**Where the registers sit**

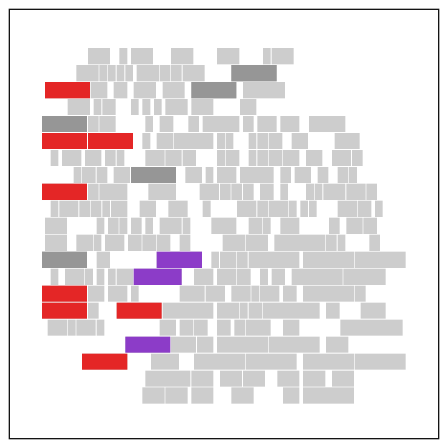
**Clock network drawn from the DEF**

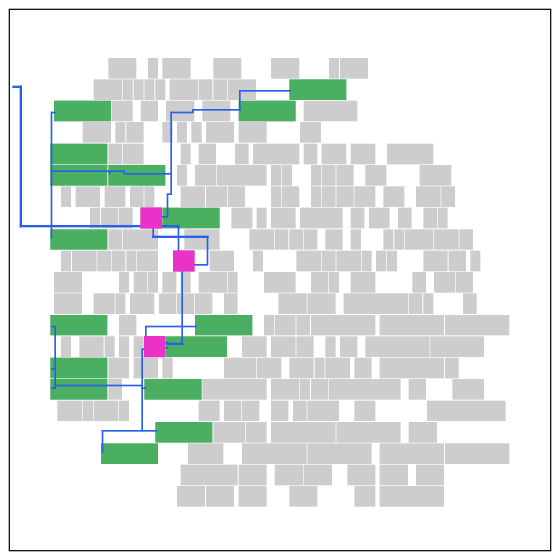
**Cell sizes after repair**

The bar under the picture is 20 µm long.
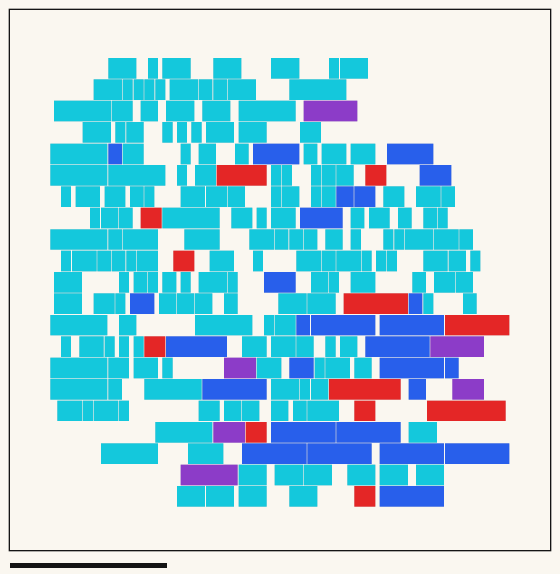
**Routed metal per tile**

The bar under the picture is 20 µm long. The die is cut into 14 by 14 equal tiles; dark purple is low, yellow is high, scaled to the fullest tile. Values are wire area over tile area, all layers added.
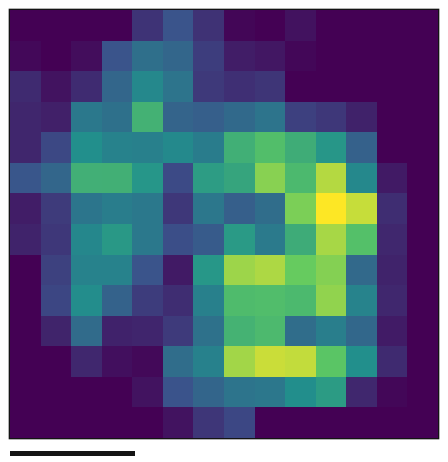
[config.mk]
export PLATFORM = sky130hd
export DESIGN_NAME = alu_rr_arbiter8
export DESIGN_NICKNAME = d
export VERILOG_FILES = /design/src/rtl/alu_arb_pkg.sv /design/src/rtl/decoder3.sv /design/src/rtl/rr_pick8.sv /design/src/rtl/alu_rr_arbiter8.sv
export SDC_FILE = /design/constraint.sdc
export NUM_CORES = 1
export LEC_CHECK = 0
export CAP_MARGIN = 0
export CORE_MARGIN = 5
export CORE_UTILIZATION = 52
export CTS_BUF_LIST = sky130_fd_sc_hd__clkbuf_4
export DETAILED_ROUTE_END_ITERATION = 8
export GPL_TIMING_DRIVEN = 0
export PLACE_DENSITY = 0.81
export SLEW_MARGIN = 5
export SYNTH_ARGS = -nofsm -noshare
export SYNTH_HDL_FRONTEND = slang
export SYNTH_SLANG_ARGS = --single-unit
export TNS_END_PERCENT = 10
[constraint.sdc]
create_clock -name CLK -period 3.2 [get_ports CLK]
set_input_delay 0.48 -clock CLK [delete_from_list [all_inputs] [get_ports CLK]]
set_output_delay 0.48 -clock CLK [all_outputs]
set_load 0.05 [all_outputs]
[src/rtl/alu_arb_pkg.sv]
// Shared constants and state encoding for the ALU round-robin arbiter.
package alu_arb_pkg;

  localparam int unsigned N_REQ = 8;  // number of requesters
  localparam int unsigned IDX_W = 3;  // width of a requester index
  localparam int unsigned CNT_W = 8;  // width of the watchdog counter

  typedef enum logic {
    StIdle = 1'b0,
    StBusy = 1'b1
  } arb_state_e;

endpackage

[src/rtl/decoder3.sv]
// Library 3-to-8 binary-to-one-hot decoder.
// Ports:
//   sel_i    - binary select
//   onehot_o - one-hot output, bit sel_i set
module decoder3 (
  input  logic [2:0] sel_i,
  output logic [7:0] onehot_o
);

  always_comb begin
    onehot_o = '0;
    onehot_o[sel_i] = 1'b1;
  end

endmodule

[src/rtl/rr_pick8.sv]
// Combinational rotating-priority selector. Scans REQ starting at PTR, then
// PTR+1, ... wrapping modulo 8, and reports the first set requester.
// Ports:
//   REQ - request vector
//   PTR - index holding highest priority
//   ANY - at least one request is set
//   IDX - index of the winning requester (PTR when ANY=0)
module rr_pick8
  import alu_arb_pkg::*;
(
  input  logic [N_REQ-1:0] REQ,
  input  logic [IDX_W-1:0] PTR,
  output logic             ANY,
  output logic [IDX_W-1:0] IDX
);

  logic [IDX_W-1:0] cand;

  always_comb begin
    ANY  = 1'b0;
    IDX  = PTR;
    cand = '0;
    for (int k = 0; k < int'(N_REQ); k++) begin
      // Index arithmetic wraps naturally at IDX_W bits.
      cand = PTR + IDX_W'(k);
      if (!ANY && REQ[cand]) begin
        ANY = 1'b1;
        IDX = cand;
      end
    end
  end

endmodule

[src/rtl/alu_rr_arbiter8.sv]
// Round-robin arbiter sharing the ALU datapath among eight requesters.
// A grant is held until DONE or the watchdog expires, then priority rotates
// to the requester after the one just served.
// Ports:
//   CLK         - clock, rising edge
//   RST_N       - synchronous active-low reset
//   REQ         - level requests, bit i for requester i
//   DONE        - one-cycle completion pulse from the ALU sequencer
//   GNT         - one-hot grant, zero when no grant is held
//   GNT_IDX     - binary index of the (last) granted requester
//   GNT_VALID   - a grant is held
//   TIMEOUT_ERR - one-cycle pulse when the watchdog forced a release
// Parameter TIMEOUT: BUSY cycles per grant before forced release, 0 disables.
module alu_rr_arbiter8
  import alu_arb_pkg::*;
#(
  parameter int unsigned TIMEOUT = 16
) (
  input  logic             CLK,
  input  logic             RST_N,
  input  logic [N_REQ-1:0] REQ,
  input  logic             DONE,
  output logic [N_REQ-1:0] GNT,
  output logic [IDX_W-1:0] GNT_IDX,
  output logic             GNT_VALID,
  output logic             TIMEOUT_ERR
);

  localparam bit              WdEn     = (TIMEOUT != 0);
  localparam logic [CNT_W-1:0] WdLast  = WdEn ? CNT_W'(TIMEOUT - 1) : '0;

  arb_state_e       state_q, state_d;
  logic [IDX_W-1:0] ptr_q, ptr_d;
  logic [IDX_W-1:0] idx_q, idx_d;
  logic [CNT_W-1:0] cnt_q, cnt_d;
  logic             err_q, err_d;

  logic             pick_any;
  logic [IDX_W-1:0] pick_idx;
  logic [N_REQ-1:0] dec;
  logic             wd_hit;

  rr_pick8 u_pick (
    .REQ (REQ),
    .PTR (ptr_q),
    .ANY (pick_any),
    .IDX (pick_idx)
  );

  assign wd_hit = WdEn && (cnt_q == WdLast);

  always_comb begin
    state_d = state_q;
    ptr_d   = ptr_q;
    idx_d   = idx_q;
    cnt_d   = cnt_q;
    err_d   = 1'b0;
    case (state_q)
      StIdle: begin
        if (pick_any) begin
          idx_d   = pick_idx;
          cnt_d   = '0;
          state_d = StBusy;
        end
      end
      StBusy: begin
        if (DONE || wd_hit) begin
          state_d = StIdle;
          ptr_d   = idx_q + IDX_W'(1);
          // DONE takes precedence over a coincident timeout.
          err_d   = !DONE;
        end else if (cnt_q != '1) begin
          cnt_d = cnt_q + CNT_W'(1);
        end
      end
      default: state_d = StIdle;
    endcase
  end

  always_ff @(posedge CLK) begin
    if (!RST_N) begin
      state_q <= StIdle;
      ptr_q   <= '0;
      idx_q   <= '0;
      cnt_q   <= '0;
      err_q   <= 1'b0;
    end else begin
      state_q <= state_d;
      ptr_q   <= ptr_d;
      idx_q   <= idx_d;
      cnt_q   <= cnt_d;
      err_q   <= err_d;
    end
  end

  decoder3 u_dec (
    .sel_i    (idx_q),
    .onehot_o (dec)
  );

  assign GNT_VALID   = (state_q == StBusy);
  assign GNT_IDX     = idx_q;
  assign GNT         = dec & {N_REQ{GNT_VALID}};
  assign TIMEOUT_ERR = err_q;

endmodule

==> run summary <==
Run status: complete, no violations
Share of final-layout standard cells stronger than drive strength 1: 0.195
Fill count: 289
Sequential cell area: 322 µm²
Total length of routed met2 wires: 2190 µm
Transition at the pin with the smallest max-transition slack: 0.502 ns
Global-route track usage on met1: 0.279
Number of well taps: 46
Net Count, Synth: 217
Buffer levels on the longest clock path: 2
Setup repair after global routing missed its margin: no
Tightest Hold Check Type: flop to flop
Crit path largest cell delay: 0.56 ns
CTS Root Cell: clkbuf_4
Kind of launch point of the worst setup path: flop
Port-buffer cells: 23
TritonCTS Buffers: 3
Area of the synthesized netlist per yosys stat: 1790 µm²
Beginning of the worst hold path: cnt_q[1]
Non-clock buffer share: 0.166
Number of warnings the tools reported: 27
Startpoint of the worst setup timing path: ptr_q[0]
Data arrival time of the critical path: 3.22 ns
Largest fanout on the critical path: 8
First DRT Iteration DRCs: 215
Final setup violating endpoints: 0
XOR/XNOR share of the synthesized area: 0.0540
Slowest cell on the critical path: mux4_2
Cell kind with the greatest summed area: combinational gates
Y dimension of the die: 68.6 µm
Largest non-sequential cell family by area: simple AND/OR/NAND/NOR gates
Vias in the first global route: 1499
Peak Freq: 330 MHz
Cell count in the Yosys report: 202
Multi-input logic portion of the cell area: 0.637
Required time at the worst-slack endpoint: 3.39 ns
Adder-cell share of the synthesized area: 0.0280
All-layer global routing usage: 0.199
Clock-pin slew of the registers on the worst-case setup and hold paths: 0.08 ns
Number of ordinary and repair buffers in the finished layout: 35
Peak supply drop: 251 µV
Count of multi-input gates: 172
Sum of buffers and inverters on the critical path: 2
Type of destination of the critical path: flop
CTS tree: built
Top layer in use: met4
GR met2 Demand/Resource: 0.328
Number of hold-slack violations in the final timing report: 0
Num Clock Sinks: 16
Final sum of negative setup slack: 0 ns
Wire length of the first global-routing pass: 7130 µm
Layout clock buffer count: 3
Via Count: 1656
Most used flip-flop cell after synthesis: dfxtp_1
Pin count of the biggest net entering global routing: 20
Number of enable flip-flop cells: 0
Wire length on met3: 211 µm
Routed wire per std cell: 15.7 µm
Count of boundary I/O pins: 24
Most used cells in the layout excluding fill and tap cells: nand2_1, clkdlybuf4s50_1, nor2_1
Number of antenna violations at the first check in global routing: 0
Total half-perimeter wirelength after legalization and detailed placement: 3190 µm
Post-layout period usage of the worst path: 0.946
Number of synthesis warnings: 0
Remaining antenna violation count: 0
Fin. max-slew vios: 0
Row count: 21
Number of instances resized during post-cts repair: 3
Drt pass-1 iters: 4
Area of the multi-input gates: 1380 µm²
Fraction of met3 tracks used by global routing: 0.0211
Number of ordinary inverters in the final layout: 5
Met1 wire length: 1880 µm
Avg Inst Size Synth: 8.84 µm²
Number of remaining DRC errors: 0
Post-synthesis cell area: 1790 µm²
Post-synthesis mux area share: 0.230
Most Crowded Layer GR: met2
Startpoint of the worst-slack reg-to-reg timing path: ptr_q[0]
Total of max-cap violations: 0
Proportion of synthesized flip-flops having asynchronous set or reset: 0
Aoi share: 0.187
Series of cell instances along the critical path: buf_6 > clkinvlp_4 > ha_4 > mux4_2 > mux2i_4 > or3b_1 > a2111oi_2 > a31o_1 > a311oi_1 > o41ai_2
# diodes: 0
Final Routed Wirelength: 4340 µm
Starting density of the core: 0.535
CTS Hold Buffers Added: 0
Pwr dens: 325 nW/µm²
Headroom to the max-slew limit: 0.662
Number of synthesized register bits: 16
Area fraction in and, or, nand and nor cells: 0.254
Placed instance area: 2070 µm²
Final estimated routing congestion in global placement: 0.839
Final Net Count: 248
Dominant delay contributor by cell family on the critical path: multiplexers
Post-CTS repair timing setup buffer count: 0
Overall chip area: 4710 µm²
Sequential cell count: 16
Distinct lib cells used: 58
Total congestion overflow: 0
Detail-routed via count per cell: 5.98
Crit path time final: 3.03 ns
Worst Path Class, Setup: flop to flop
Back to the opening pictures, 'where the registers sit':
colour	signal	placed flops
red	cnt_q	8
purple	ptr_q	3
Final Util: 0.648
power of the sequential group: 218 µW
fraction of standard cell area that is sequential: 0.149

Back to the opening pictures, 'clock network drawn from the DEF':
[green] flip-flops | count: 16
[magenta] clock-net drivers | count: 3
[blue] clock wires | length: 192 µm
routed clock nets	4
clock insertion delay at the later pin of the skew report: 0.27 ns
worst clock skew on the final layout: 0.00305 ns

Back to the opening pictures, 'cell sizes after repair':
colour	size	cells
blue	x2	27
purple	x6 and larger	6
red	x3 and x4	12
cyan	x1 and smaller	186
growth of design area from synthesis to finish: 21.0%
minimum setup slack in the final design: 0.172 ns
total non-filler cell area in the finished layout: 2160 µm²

Back to the opening pictures, 'routed metal per tile':
densest ninth of the die	centre
fullest tile	0.54
tiles over half the peak	19%
mean over tiles	0.15
emptiest ninth of the die	upper right

final timing paths:
path	end	slack, ns	cells past startpoint
min	cnt_q[1]	0.52	2
min reg2reg	cnt_q[1]	0.52	2
max	GNT_IDX[1]	0.17	10
max reg2reg	GNT_IDX[1]	0.17	10
cells in the mapped netlist (4+ instances only):
| cell type | instances | share of area |
|---|---|---|
| nand2_1 | 27 | 0.057 |
| nor2_1 | 20 | 0.042 |
| dfxtp_1 | 16 | 0.18 |
| mux4_2 | 11 | 0.14 |
| a21oi_1 | 8 | 0.022 |
| mux2i_1 | 8 | 0.045 |
| nand3_1 | 7 | 0.020 |
| nand2b_1 | 6 | 0.021 |
| xor2_1 | 6 | 0.029 |
| and2_1 | 5 | 0.018 |
| nor2b_1 | 5 | 0.018 |
| o21ai_0 | 5 | 0.014 |
| xnor2_1 | 5 | 0.025 |
| buf_2 | 4 | 0.011 |
| ha_1 | 4 | 0.028 |
| nor3_1 | 4 | 0.011 |
worst min-delay path: stages (launching register included):
cell and delay (ns):
dfxtp_1 0.35, nand3_1 0.07, a21boi_1 0.06
stage by stage:
stage | utilization | instances | worst slack, ns | hold WS, ns | total power [µW]
floorplan | - | 202 | 0.0615 | 0.477 | 494
global placement | 0.621 | 271 | -0.294 | 0.494 | 577
detailed placement | 0.621 | 271 | -0.291 | 0.501 | 581
CTS | 0.631 | 273 | 0.0811 | 0.515 | 685
global route | 0.648 | 277 | 0.0156 | 0.547 | 756
finish | 0.648 | 277 | 0.172 | 0.515 | 701
state kept, by name (all words and copies together) (netlist names):
register	count
GNT_IDX	3
cnt_q	8
ptr_q	3
GNT_VALID	1
TIMEOUT_ERR	1
where the power goes:
group | switching, µW | internal (µW) | total, µW
Clock | 54.5 | 43.6 | 98.1
Sequential | 9.65 | 208 | 218
Combinational | 217 | 168 | 385
No activity file was given, so power comes from the tool's default toggle rates.
